===== config.mk =====
export PLATFORM = sky130hd
export DESIGN_NAME = branch_redirect_ctrl
export DESIGN_NICKNAME = d
export VERILOG_FILES = /design/src/rtl/branch_redirect_ctrl.sv
export SDC_FILE = /design/constraint.sdc
export NUM_CORES = 1
export LEC_CHECK = 0
export CORE_MARGIN = 10
export CORE_UTILIZATION = 50
export CTS_CLUSTER_DIAMETER = 80
export DETAILED_ROUTE_END_ITERATION = 10
export PLACE_DENSITY = 0.85
export SLEW_MARGIN = 5
export SYNTH_ARGS = -nofsm -noshare
export SYNTH_HDL_FRONTEND = slang
export SYNTH_SLANG_ARGS = --single-unit

===== constraint.sdc =====
create_clock -name clk -period 3.2 [get_ports clk]
set_clock_uncertainty 0.05 [all_clocks]
set_input_delay 0.64 -clock clk [delete_from_list [all_inputs] [get_ports clk]]
set_output_delay 0.64 -clock clk [all_outputs]
set_load 0.005 [all_outputs]

===== src/rtl/branch_redirect_ctrl.sv =====
// Fetch/branch-hazard sequencer: tracks unresolved branch PCs in a small FIFO,
// throttles fetch when full and sequences redirect + flush on a mispredict.
module branch_redirect_ctrl #(
    parameter int ADDR_WIDTH   = 32,
    parameter int MAX_INFLIGHT = 2,
    parameter int FLUSH_CYCLES = 2
) (
    input  logic                              clk,
    input  logic                              reset,
    input  logic                              fetch_valid,
    input  logic                              fetch_is_branch,
    input  logic [ADDR_WIDTH-1:0]             fetch_pc,
    input  logic                              resolve_valid,
    input  logic                              resolve_mispredict,
    input  logic [ADDR_WIDTH-1:0]             resolve_target,
    output logic                              stall_fetch,
    output logic                              flush,
    output logic                              redirect_valid,
    output logic [ADDR_WIDTH-1:0]             redirect_pc,
    output logic                              head_valid,
    output logic [ADDR_WIDTH-1:0]             head_pc,
    output logic [$clog2(MAX_INFLIGHT+1)-1:0] inflight,
    output logic                              err
);

    localparam int CNT_W = $clog2(MAX_INFLIGHT + 1);
    localparam int PTR_W = (MAX_INFLIGHT > 1) ? $clog2(MAX_INFLIGHT) : 1;
    localparam int FC_W  = $clog2(FLUSH_CYCLES + 1);

    typedef enum logic {RUN, FLUSH} state_t;

    state_t                state_q;
    logic [ADDR_WIDTH-1:0] mem_q [MAX_INFLIGHT];
    logic [PTR_W-1:0]      rdPtr_q, rdPtr_d;
    logic [PTR_W-1:0]      wrPtr_q, wrPtr_d;
    logic [CNT_W-1:0]      count_q, count_d;
    logic [FC_W-1:0]       flushCnt_q;
    logic                  flush_q;
    logic                  redirectValid_q;
    logic [ADDR_WIDTH-1:0] redirectPc_q;
    logic                  err_q;

    logic mispredictNow;
    logic isFull;
    logic push;
    logic pop;

    assign mispredictNow = resolve_valid && resolve_mispredict;
    assign isFull        = (count_q == CNT_W'(MAX_INFLIGHT));
    assign stall_fetch   = (state_q == FLUSH) || isFull;
    assign push          = fetch_valid && fetch_is_branch && !stall_fetch &&
                           (state_q == RUN) && !mispredictNow;
    assign pop           = resolve_valid && (state_q == RUN) && (count_q != '0);

    // Pointers wrap explicitly so a non-power-of-two depth still works.
    always_comb begin
        rdPtr_d = rdPtr_q;
        wrPtr_d = wrPtr_q;
        count_d = count_q;
        if (pop) begin
            rdPtr_d = (rdPtr_q == PTR_W'(MAX_INFLIGHT - 1)) ? '0 : rdPtr_q + 1'b1;
        end
        if (push) begin
            wrPtr_d = (wrPtr_q == PTR_W'(MAX_INFLIGHT - 1)) ? '0 : wrPtr_q + 1'b1;
        end
        case ({push, pop})
            2'b10:   count_d = count_q + 1'b1;
            2'b01:   count_d = count_q - 1'b1;
            default: count_d = count_q;
        endcase
    end

    always_ff @(posedge clk or negedge reset) begin
        if (!reset) begin
            state_q         <= RUN;
            rdPtr_q         <= '0;
            wrPtr_q         <= '0;
            count_q         <= '0;
            flushCnt_q      <= '0;
            flush_q         <= 1'b0;
            redirectValid_q <= 1'b0;
            redirectPc_q    <= '0;
            err_q           <= 1'b0;
            for (int i = 0; i < MAX_INFLIGHT; i++) begin
                mem_q[i] <= '0;
            end
        end else begin
            redirectValid_q <= 1'b0;
            if (push) begin
                mem_q[wrPtr_q] <= fetch_pc;
            end
            case (state_q)
                RUN: begin
                    if (resolve_valid && (count_q == '0)) begin
                        err_q <= 1'b1;
                    end
                    // A mispredict squashes everything in flight, including this cycle's fetch.
                    if (mispredictNow) begin
                        redirectValid_q <= 1'b1;
                        redirectPc_q    <= resolve_target;
                        flush_q         <= 1'b1;
                        rdPtr_q         <= '0;
                        wrPtr_q         <= '0;
                        count_q         <= '0;
                        flushCnt_q      <= FC_W'(FLUSH_CYCLES - 1);
                        state_q         <= FLUSH;
                    end else begin
                        rdPtr_q <= rdPtr_d;
                        wrPtr_q <= wrPtr_d;
                        count_q <= count_d;
                    end
                end
                FLUSH: begin
                    if (flushCnt_q == '0) begin
                        flush_q <= 1'b0;
                        state_q <= RUN;
                    end else begin
                        flushCnt_q <= flushCnt_q - 1'b1;
                    end
                end
                default: state_q <= RUN;
            endcase
        end
    end

    assign flush          = flush_q;
    assign redirect_valid = redirectValid_q;
    assign redirect_pc    = redirectPc_q;
    assign head_valid     = (count_q != '0);
    assign head_pc        = mem_q[rdPtr_q];
    assign inflight       = count_q;
    assign err            = err_q;

endmodule


Fig. 1: run 1, signal wires on met1
Bar = 20 um.
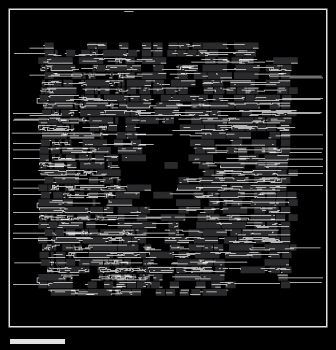
nets with wire on the layer: 492
share of all routed wire: 40%
main direction: horizontal

Fig. 2: run 1, M2 wires
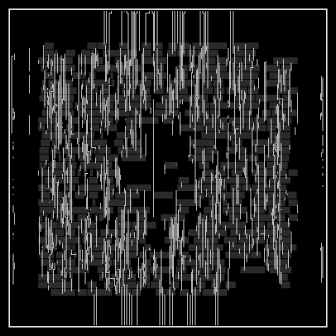
nets with wire on the layer: 502
main direction: vertical
share of all routed wire: 46%
longest straight run: 43.2 um

Fig. 3: run 1, metal 3
Bar = 20 um.
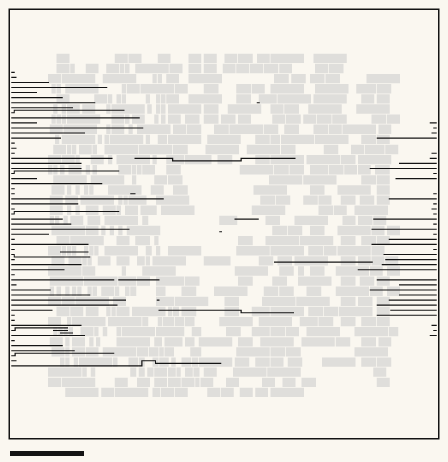
longest straight run: 40.7 um
main direction: horizontal
met3 track utilization from global routing: 10.0%
total wire length: 10800 um
DR vias: 3100

Fig. 4: run 1, where the registers sit
Other sequential cells in the stronger grey, the rest of the logic in the fainter grey.
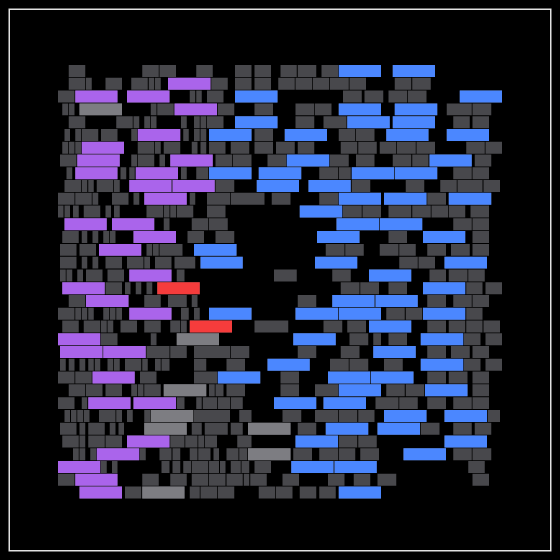
[blue] mem_q | placed flops: 64
[red] flushCnt_q | placed flops: 2
[purple] redirect_pc | placed flops: 32 | where: a column on the left
utilization after layout: 70.3%
sequential fraction of total cell area: 43.1%
Flop area: 2650 sq um

==> notes.md, run 1 <==
Synthesis and PnR results.

- The number of buffers other than clock buffers in the final layout reads 145.
- The total core area reads 8760 sq um.
- The minimum period implied by the final worst setup slack is 2.86 ns.
- The count of nets left with antenna violations after detail routing is 0.
- The post-synthesis share of cell area spent on full adders, half adders and majority gates reads 0.277%.
- Warnings raised by the tools during the run amount to 26.
- The fraction of synthesized cell area taken by the top area cell type is 58.8%.
- The flow ran to the end, and the final reports show no timing, DRC or antenna violations.
- The top power consumer group reads combinational cells.
- The number of flip-flops in the largest register is 64.
- The transition time recorded at the tightest slew-check pin is 0.911 ns.
- The total power per unit cell area reads 913 nW/um^2.
- The number of antenna violations at the first check in global routing is 0.
- The post-route non-filler standard cell count is 609.
- The total of flip-flops plus latches after synthesis is 106.
- The final setup violation count is 0.
- The post-cts resize count reads 0.
- The combinational power reported by the tool is 2.56 mW.
- For this configuration, the core starts out at a cell density of 51.5%.
- In this run the static leakage power is 2.76 nW.
- The share of the cycle needed by the critical path after routing reads 89.4%.
- The number of cells in the yosys synthesis report is 357.
- The count of cells along the worst register-to-register path reads 4.
- The met3 layer wire length in the routed design reads 1360 um.
- Per the CTS log, the root buffer master is sky130_fd_sc_hd__clkbuf_8.
==> run 1 -> run 2 <==
- CORE_UTILIZATION: 50 -> 47
- GPL_TIMING_DRIVEN: unset -> 0
- PLACE_DENSITY: 0.85 -> 0.81
- clock period: 3.2 -> 2.8 ns (I/O delays scaled with it)
==> run 2 against run 1 <==
  * Final cell count is 5.4% higher
  * Clock-buffer cell count is 2 lower
  * Critical path depth stayed put
  * Routed wire length is 3.9% higher
  * Sequential power is 13% higher
  * Clock power is 31% higher
  * Register-to-register slack better by 0.05 ns
  * Sequential share of layout area is 1.0 points lower
  * Critical path type unchanged
  * Highest routed layer unchanged
==> notes.md, run 2 <==
Synthesis and PnR results.

- The flow ran to the end, and the final reports show no timing, DRC or antenna violations.
- The total of flip-flops plus latches after synthesis is 106 (unchanged).
- The combinational cell power was 3.00 mW (+17%).
- The final setup violation count reads 0 (unchanged).
- The top power consumer group reads combinational cells.
- The core utilization at floorplan reads 48.6% (-2.9 points).
- The placed cell count reads 627.
- The count of nets left with antenna violations after detail routing is 0 (unchanged).
- The fraction of synthesized cell area taken by the top area cell type is 58.8% (unchanged).
- The number of cells in the yosys synthesis report is 357 (unchanged).
- The register with the most flip-flops reads mem_q.
- The met3 layer wire length in the routed design is 1260 um (-7.6%).
- The share of post-route cells with drive strength above 1 is 25.5%.
- The number of buffers other than clock buffers in the final layout came to 157 (+8.3%).
- The register area is 2650 sq um (unchanged).
- The CTS tree reads done.
- The number of antenna violations at the first check in global routing is 0 (unchanged).
- The xor/xnor cell area share of the yosys netlist reads 0%.
- The minimum period implied by the final worst setup slack is 2.70 ns.
- The number of flip-flops in the largest register reads 64 (unchanged).
- The final-layout fill cell count reads 701.
- The max-cap check violation count reads 0.
- The count of cells along the worst register-to-register path is 5 (+1).
- The leakage component of the power reads 2.84 nW (+3.0%).
- The clock root buffer is sky130_fd_sc_hd__clkbuf_8.
- The insertion delay to the later sink of the worst-skew pair reads 0.35 ns.
- The post-synthesis share of cell area spent on full adders, half adders and majority gates came to 0.277% (unchanged).
- The maximum clock frequency reads 371 MHz.
- The startpoint-to-endpoint class of the critical path is flip-flop to output port.
- The number of endpoints with negative hold slack in the final report reads 0.
- The number of clock buffers added by TritonCTS is 9.
- The post-cts resize count reads 2 (+2).
- The total number of vias reads 3170 (+2.3%).
- For this run, design rule violations remaining after detail routing come to 0.
- The number of global-route vias before repair is 3622.
- The total power per unit cell area is 1040 nW/um^2 (+14%).
- The total core area is 9280 sq um (+5.9%).
- The cell family with the largest share of critical-path delay is buffers and inverters.
- The met3 usage was 8.73% (-1.3 points).
- The starting DRC count in detailed routing reads 89.
- Per the repair_timing log after CTS, setup buffers inserted total 0.
- The transition time at the pin with the least slew margin came to 0.693 ns (-0.219 ns).
- The count of warning messages emitted by the tools reads 26 (unchanged).
- The die extent in x is 118 um.
- The per-cell routed wire length is 17.5 um.
- The share of the cycle needed by the critical path after routing reads 96.3%.
- The detailed-route wire length is 11200 um (+3.9%).
- In this run the layout overhead on the synthesized area is reported as 39.9%.
Fig. 5: run 2, placement view
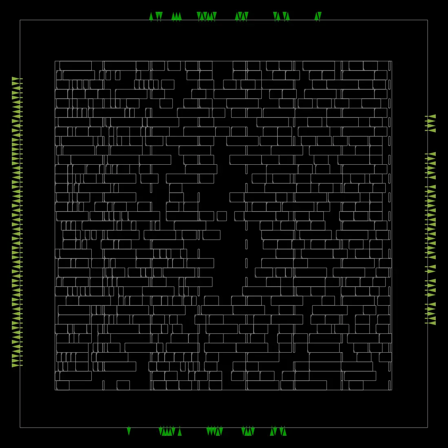
utilization after layout: 68.0%
well tap count: 129
flip-flops: 106
number of cells in the finished layout apart from fillers: 642
sequential fraction of total cell area: 42.0%

Power figures rest on the tool's default switching activity, not on a simulated workload.
